$ cat src/rtl/uart_key_pkg.sv
// Shared types and helpers for the UART key lock.
// Parity support is selected by UART_KEY_LOCK_PARITY_EN in the receiver core.
package uart_key_pkg;

    typedef enum logic [2:0] {
        IDLE,
        START,
        DATA,
        PARITY,
        STOP,
        BREAK
    } rx_state_t;

    typedef logic [7:0] byte_t;

    function automatic int unsigned mid_count(input int unsigned clks_per_bit);
        return clks_per_bit / 2;
    endfunction

endpackage

$ cat src/rtl/uart_rx_core.sv
// UART receiver: 2-FF synchroniser, down-counting bit timer, frame FSM, registered byte and strobes.
// Build option UART_KEY_LOCK_PARITY_EN adds an even-parity bit (8E1); default frame is 8N1.
//
//  state  | meaning
//  IDLE   | line idle, waiting for a low level on rxs
//  START  | start bit; high at mid-bit is a glitch and aborts silently
//  DATA   | eight data bits, LSB first, sampled at mid-bit
//  PARITY | even-parity bit (parity builds only)
//  STOP   | stop bit; high and parity ok -> rx_valid, otherwise rx_err
//  BREAK  | after an error, wait for the line to return high
module uart_rx_core
    import uart_key_pkg::*;
#(
    parameter int CLKS_PER_BIT = 104
) (
    input  logic  clk_12,
    input  logic  rst_n,
    input  logic  uart_rx,
    output byte_t rx_data,
    output logic  rx_valid,
    output logic  rx_err
);
    localparam int            CW     = $clog2(CLKS_PER_BIT);
    localparam logic [CW-1:0] RELOAD = CW'(CLKS_PER_BIT - 1);
    localparam logic [CW-1:0] MID    = CW'(mid_count(CLKS_PER_BIT));

    rx_state_t     state, state_nx;
    logic          rx_meta, rxs;
    logic [CW-1:0] cnt;
    logic [2:0]    bitn;
    byte_t         shift;
    logic          reload, at_mid, at_end, valid_nx, err_nx, par_ok;

    always_ff @(posedge clk_12 or negedge rst_n) begin
        if (!rst_n) begin
            rx_meta <= 1'b1;
            rxs     <= 1'b1;
        end else begin
            rx_meta <= uart_rx;
            rxs     <= rx_meta;
        end
    end

    assign at_mid = (cnt == MID);
    assign at_end = (cnt == '0);

    always_ff @(posedge clk_12 or negedge rst_n) begin
        if (!rst_n)       cnt <= '0;
        else if (reload)  cnt <= RELOAD;
        else if (!at_end) cnt <= cnt - CW'(1);
    end

    always_comb begin
        state_nx = state;
        reload   = 1'b0;
        valid_nx = 1'b0;
        err_nx   = 1'b0;
        case (state)
            IDLE: begin
                if (!rxs) begin
                    state_nx = START;
                    reload   = 1'b1;
                end
            end
            START: begin
                if (at_mid && rxs) begin
                    state_nx = IDLE;
                end else if (at_end) begin
                    state_nx = DATA;
                    reload   = 1'b1;
                end
            end
            DATA: begin
                if (at_end) begin
                    reload = 1'b1;
                    if (bitn == 3'd7) begin
`ifdef UART_KEY_LOCK_PARITY_EN
                        state_nx = PARITY;
`else
                        state_nx = STOP;
`endif
                    end
                end
            end
`ifdef UART_KEY_LOCK_PARITY_EN
            PARITY: begin
                if (at_end) begin
                    state_nx = STOP;
                    reload   = 1'b1;
                end
            end
`endif
            STOP: begin
                if (at_mid) begin
                    if (rxs && par_ok) begin
                        valid_nx = 1'b1;
                        state_nx = IDLE;
                    end else begin
                        err_nx   = 1'b1;
                        state_nx = BREAK;
                    end
                end
            end
            BREAK: begin
                if (rxs) state_nx = IDLE;
            end
            default: state_nx = IDLE;
        endcase
    end

    always_ff @(posedge clk_12 or negedge rst_n) begin
        if (!rst_n) begin
            state    <= IDLE;
            bitn     <= '0;
            shift    <= '0;
            rx_data  <= '0;
            rx_valid <= 1'b0;
            rx_err   <= 1'b0;
        end else begin
            state    <= state_nx;
            rx_valid <= valid_nx;
            rx_err   <= err_nx;
            if (valid_nx) rx_data <= shift;
            if (state == START)                bitn <= '0;
            else if (state == DATA && at_end)  bitn <= bitn + 3'd1;
            if (state == DATA && at_mid)       shift[bitn] <= rxs;
        end
    end

`ifdef UART_KEY_LOCK_PARITY_EN
    logic par_bit;

    always_ff @(posedge clk_12 or negedge rst_n) begin
        if (!rst_n)                       par_bit <= 1'b0;
        else if (state == PARITY && at_mid) par_bit <= rxs;
    end

    // even parity: the parity bit equals the XOR of the data bits
    assign par_ok = (par_bit == ^shift);
`else
    assign par_ok = 1'b1;
`endif

endmodule

$ cat src/rtl/uart_key_lock.sv
// UART key lock: received bytes slide through a KEY_BYTES window; open when the window holds KEY.
// UART_KEY_LOCK_PARITY_EN selects 8E1 framing in the receiver core (default 8N1).
module uart_key_lock
    import uart_key_pkg::*;
#(
    parameter int                     CLKS_PER_BIT = 104,
    parameter int                     KEY_BYTES    = 8,
    parameter logic [KEY_BYTES*8-1:0] KEY          = 64'h54504D3231333721
) (
    input  logic  clk_12,
    input  logic  rst_n,
    input  logic  uart_rx,
    input  logic  clear,
    output byte_t rx_data,
    output logic  rx_valid,
    output logic  rx_err,
    output logic  open
);
    localparam int            WW   = KEY_BYTES * 8;
    localparam int            BW   = $clog2(KEY_BYTES + 1);
    localparam logic [BW-1:0] BMAX = BW'(KEY_BYTES);

    logic [WW-1:0] window, window_nx;
    logic [BW-1:0] bcnt, bcnt_nx;

    uart_rx_core #(
        .CLKS_PER_BIT(CLKS_PER_BIT)
    ) u_rx (
        .clk_12  (clk_12),
        .rst_n   (rst_n),
        .uart_rx (uart_rx),
        .rx_data (rx_data),
        .rx_valid(rx_valid),
        .rx_err  (rx_err)
    );

    assign window_nx = (window << 8) | WW'(rx_data);
    assign bcnt_nx   = (bcnt == BMAX) ? bcnt : bcnt + BW'(1);

    // bcnt gates the compare so a reset or flushed window never matches by accident
    always_ff @(posedge clk_12 or negedge rst_n) begin
        if (!rst_n) begin
            window <= '0;
            bcnt   <= '0;
            open   <= 1'b0;
        end else if (clear) begin
            window <= '0;
            bcnt   <= '0;
            open   <= 1'b0;
        end else if (rx_valid) begin
            window <= window_nx;
            bcnt   <= bcnt_nx;
            open   <= (window_nx == KEY) && (bcnt_nx == BMAX);
        end else if (rx_err) begin
            bcnt   <= '0;
            open   <= 1'b0;
        end
    end

endmodule

$ cat config.mk
export PLATFORM = sky130hd
export DESIGN_NAME = uart_key_lock
export DESIGN_NICKNAME = d
export VERILOG_FILES = /design/src/rtl/uart_key_pkg.sv /design/src/rtl/uart_rx_core.sv /design/src/rtl/uart_key_lock.sv
export SDC_FILE = /design/constraint.sdc
export NUM_CORES = 1
export LEC_CHECK = 0
export CAP_MARGIN = 25
export CORE_MARGIN = 3
export CORE_UTILIZATION = 30
export DETAILED_ROUTE_END_ITERATION = 8
export SLEW_MARGIN = 30
export SYNTH_ARGS = -nofsm -noshare
export SYNTH_HDL_FRONTEND = slang
export SYNTH_SLANG_ARGS = --single-unit
$ cat constraint.sdc
create_clock -name clk_12 -period 5.4 [get_ports clk_12]
set_input_delay 1.08 -clock clk_12 [delete_from_list [all_inputs] [get_ports clk_12]]
set_output_delay 1.08 -clock clk_12 [all_outputs]
set_load 0.01 [all_outputs]
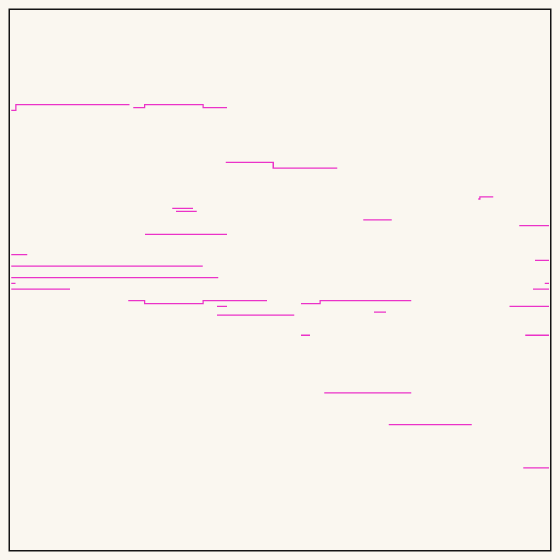
(run_1/m3.png)
- share of all routed wire: 4.4%
- longest straight run: 48.5 um
- wire length on this layer: 387 um
- nets with wire on the layer: 20

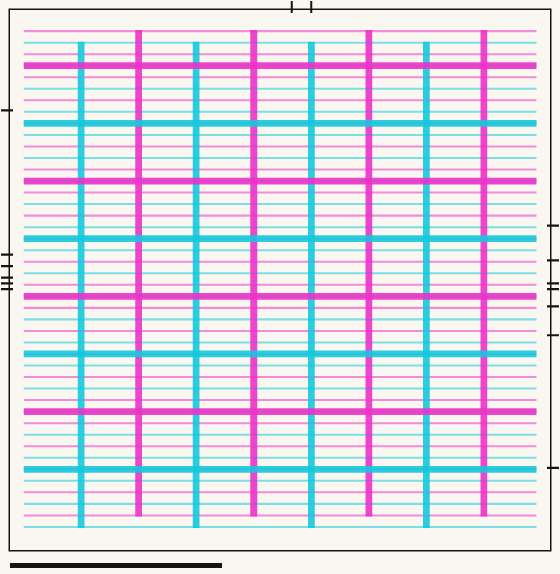
(run_1/floorplan.png)
The bar under the picture is 50 um long. Pins as bars on the die edge.
- cyan: VSS
- magenta: VDD
- met5 straps: 8
- rows: 43
- met4 straps: 8
- met1 rails: 44
- signal pins: 15

==> flow_metrics.py, run 1 <==
# Flow results
metrics = {
    "status": {
        "outcome": "complete, no violations",
    },
    "pwr": {
        "power_switching_share_pct": 23.3,
        "power.clock.fraction_pct": 45.7,
        "p_leak_nw": 2.09,
    },
    "cts": {
        "cts_buffers": 9,
        "cts-resized-gates": 0,
        "insertion_delay_ns": 0.35,
    },
    "grt": {
        "global_route.usage.total_pct": 11.7,
        "vias_in_the_first_global_route": 2856,
        "antenna_found_initial": 0,
        "gr-max-usage-layer": "met2",
    },
    "hold_path": {
        "hp-class": "flop to flop",
    },
    "yosys": {
        "sequential_fraction_of_the_synthesis_area_pct": 53.3,
        "number_of_enable_type_register_cells_in_the_synthesized_netlist": 0,
        "synth_async_sr_flop_share_pct": 100,
        "synth_warnings": 0,
        "post_synth_inst_count": 390,
    },
    "placement": {
        "dpl-instance-area_um2": 4700,
    },
    "setup_path": {
        "crit-reg2reg-launch": "u_rx.cnt[0]",
        "r2r_end": "u_rx.rx_data[2]",
        "worstPathMaxFanout": 4,
        "critical_path.n_buffers_inverters": 1,
    },
    "routing": {
        "drt_wl_total_um": 8780,
        "drt_pre_antenna_iters": 5,
    },
    "final_layout": {
        "area_delta_synth_final_pct": 13.0,
        "n_fill_cell": 1385,
    },
    "sta": {
        "fin_crit_ns": 2.46,
        "hold_ws_ns": 0.356,
        "timing.final.hold_violations": 0,
    },
    "floorplanning": {
        "fp_util_pct": 31.2,
    },
    "job": {
        "cap_viol_max_count": 0,
    },
}
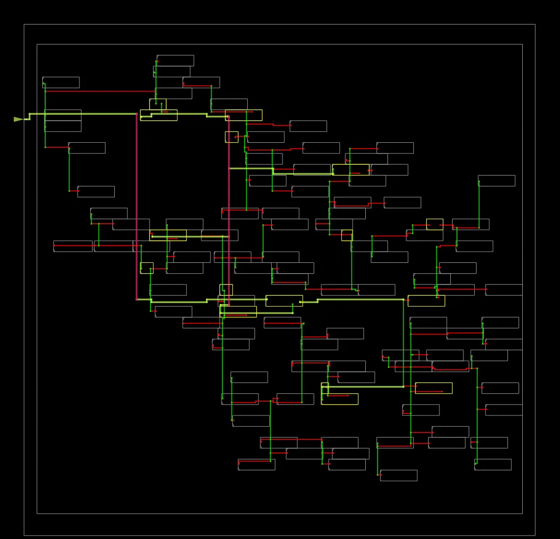
(run_1/clock_nets.png)
CLK BUF: 9
final sequential cell count: 94

## run 1: metrics by stage
stage          std cells  power [mW]
4_1_cts              580        1.36
5_1_grt              580        1.40
2_1_floorplan        390       0.727
3_5_place_dp         564       0.744
6_report             580        1.34
3_3_place_gp         564       0.744
## run 1: cells in the mapped netlist, types with 4 or more instances
| cell | number |
|---|---|
| dfrtp_1 | 92 |
| nor2_1 | 69 |
| mux2i_1 | 57 |
| mux2_1 | 16 |
| clkbuf_1 | 13 |
| nand3_1 | 12 |
| a21oi_1 | 9 |
| inv_1 | 9 |
| nor4b_1 | 8 |
| buf_2 | 7 |
| nand4_1 | 7 |
| and3_1 | 6 |
| ha_1 | 6 |
| nor3_1 | 6 |
| nor4bb_1 | 5 |
| o21ai_0 | 5 |
| xnor2_1 | 5 |
| nand2_1 | 4 |
| nor2b_1 | 4 |
| xor2_1 | 4 |
## run 1: power groups by stage
stage / Clock, mW / Combinational [mW] / Sequential, mW
2_1_floorplan: 0 / 0.00764 / 0.719
3_3_place_gp: 0 / 0.0238 / 0.720
3_5_place_dp: 0 / 0.0244 / 0.720
4_1_cts: 0.634 / 0.0245 / 0.706
5_1_grt: 0.667 / 0.0270 / 0.706
6_report: 0.613 / 0.0231 / 0.706
## run 1: area by class of cell
| cell class | instances | share of cell area (%) |
|---|---|---|
| clock buffers | 9 | 4.51 |
| clock inverters | 7 | 1.23 |
| well taps | 180 | 4.51 |
| inverters | 9 | 0.676 |
| multi-input cells | 265 | 38.8 |
| repair buffers | 16 | 3.08 |
| flip-flops and latches | 94 | 47.2 |
==> run_1/m2.png <==
The bar under the picture is 50 um long.
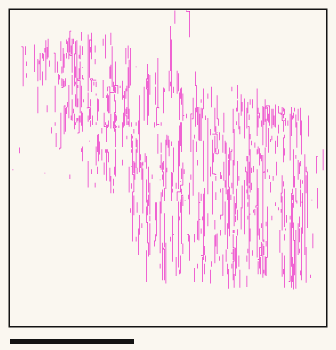

==> inputs of run 2 (changes only) <==
==> constraint.sdc (replaced) <==
create_clock -name clk_12 -period 2.1 [get_ports clk_12]
set_input_delay 0.42 -clock clk_12 [delete_from_list [all_inputs] [get_ports clk_12]]
set_output_delay 0.42 -clock clk_12 [all_outputs]
set_load 0.01 [all_outputs]
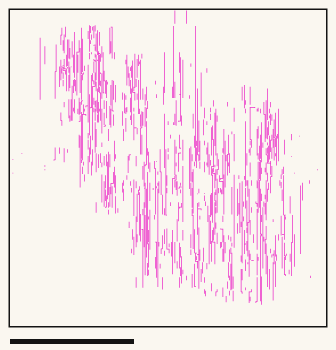
(run_2/m2.png)
The bar under the picture is 50 um long.
- nets with wire on the layer: 355
- longest straight run: 54.4 um
- share of all routed wire: 46%

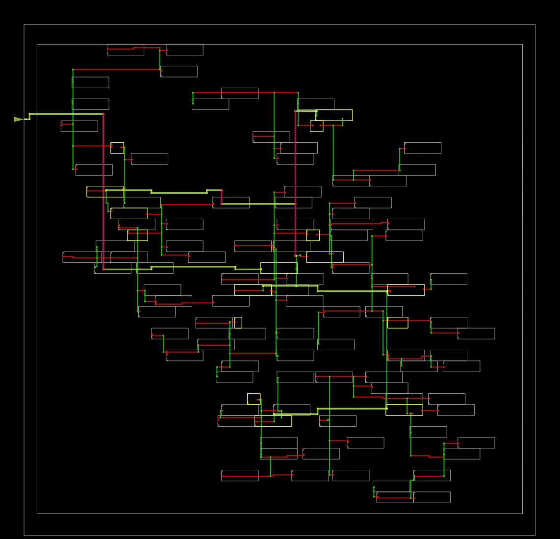
(run_2/clock_nets.png)
CLK BUF: 11
TritonCTS sink count: 94
Clk power: 1.59 mW
Inserted Clock Buffers: 9
clk_skew: 0.00761 ns

==> run 2 against run 1 <==
  * Register-to-register slack got worse by 3.1 ns
  * Critical path depth increased by 5
  * Cell area increased by 2.0%
  * Clock skew decreased by 0.0029 ns
  * Die size unchanged
  * Via count increased by 2.8%
  * Count of clock-buffer cells in the layout increased by 2
  * Combinational power increased to 3.1 times the previous value
  * Non-clock buffer count increased by 11
  * Critical path type is now flop to flop
==> flow_metrics.py, run 2 <==
# Flow results
metrics = {
    "pwr": {
        "internal-power_mw": 2.71,
        "power_switching_share_pct": 22.2,
        "combinationalPower_uw": 71.5,
        "top_power_group": "sequential cells",
        "pg_seq_mw": 1.82,
        "power.clock.fraction_pct": 45.8,
    },
    "hold_path": {
        "hp-class": "flop to flop",
    },
    "final_layout": {
        "n_fill_cell": 1391,
        "largest_cell_class": "registers",
        "final_cells": 591,
        "buf_share_pct": 4.82,
        "area.share.sequential_pct": 46.3,
        "nonClockInverterCount": 9,
        "sh_comb_area_pct": 38.0,
        "buffers": 27,
        "sequential_cell_total": 94,
        "comb.multi_input.count": 265,
        "clock_cell_area_share_pct": 5.75,
        "area_delta_synth_final_pct": 15.2,
    },
    "yosys": {
        "synth_async_sr_flop_share_pct": 100,
        "top_cells_by_count": "dfrtp_1, nor2_1, mux2i_1, mux2_1, clkbuf_1",
        "post_synth_inst_count": 390,
        "number_of_enable_type_register_cells_in_the_synthesized_netlist": 0,
        "synth_warnings": 0,
        "sequential_fraction_of_the_synthesis_area_pct": 53.3,
        "yosysMostFrequentCell": "dfrtp_1",
    },
    "cts": {
        "insertion_delay_ns": 0.35,
        "cts-resized-gates": 0,
    },
    "setup_path": {
        "slowest_delay_ns": 0.50,
        "worstPathMaxFanout": 9,
        "r2r_end": "u_rx.cnt[3]",
    },
    "placement": {
        "dpl-instance-area_um2": 4790,
        "placed_cells_incl_taps": 574,
    },
    "status": {
        "outcome": "complete, no violations",
    },
    "job": {
        "cap_viol_max_count": 0,
    },
    "floorplanning": {
        "dieHeight_um": 127,
        "total_number_of_tap_cells": 180,
        "fp_util_pct": 31.2,
    },
    "routing": {
        "detailedRoute.firstIterationViolations": 210,
        "drt_wl_total_um": 9220,
        "drt_pre_antenna_iters": 5,
    },
    "grt": {
        "antenna_found_initial": 0,
        "vias_in_the_first_global_route": 3064,
        "global_route.usage.total_pct": 12.3,
    },
    "sta": {
        "fin_crit_ns": 1.98,
    },
}
[run 2: kinds of logic after synthesis]
group                      share of synthesized area [%]
and+or+nand+nor                                     18.3
DFF                                                 53.3
muxes                                               17.0
AOI/OAI and AO/OA                                   5.09
buffers and inverters                               2.92
xor gates and xnor gates                            1.78
adders and majority gates                           1.70
[run 2: worst max-delay path by stage]
stage	to	depth (start not counted)	start	slack, ns
2_1_floorplan	u_rx.cnt[3]	6	u_rx.cnt[0]	0.32
3_5_place_dp	u_rx.cnt[3]	6	u_rx.cnt[0]	0.14
6_report	u_rx.cnt[3]	6	u_rx.cnt[0]	0.12
5_1_grt	u_rx.cnt[3]	6	u_rx.cnt[0]	0.006
3_3_place_gp	u_rx.cnt[4]	6	u_rx.cnt[0]	0.22
4_1_cts	u_rx.cnt[3]	6	u_rx.cnt[0]	0.13
[run 2: critical path: cells and delay by family (launching register included)]
kind                     cells  cell delay (ns)
AND-OR/OR-AND                1             0.50
adder cells (fa/ha/maj)      1             0.18
buffers and inverters        1             0.11
flip-flops                   1             0.38
AND/OR/NAND/NOR              3             0.69
[run 2: layer usage]
metal,wire length [um],part of all wire [%],vias to the layer above,track usage [%]
li1,-,-,1405,-
met1,4650,50,1482,17.2
met2,4200,46,33,18.6
met3,293,3.2,7,3.80
met4,78,0.85,0,3.47
met5,0,0,-,0
[run 2: through the flow]
| stage | hold slack, ns | setup WS, ns |
|---|---|---|
| 2_1_floorplan | 0.124 | 0.319 |
| 3_3_place_gp | 0.346 | 0.222 |
| 3_5_place_dp | 0.347 | 0.145 |
| 4_1_cts | 0.357 | 0.131 |
| 5_1_grt | 0.365 | 0.00584 |
| 6_report | 0.357 | 0.119 |
[run 2: repair_timing]
item	in CTS	in global routing
hold buffers	1	0
hold endpoints to repair	23	0
endpoints found under the setup margin	0	0
Power and IR drop assume default switching activity.
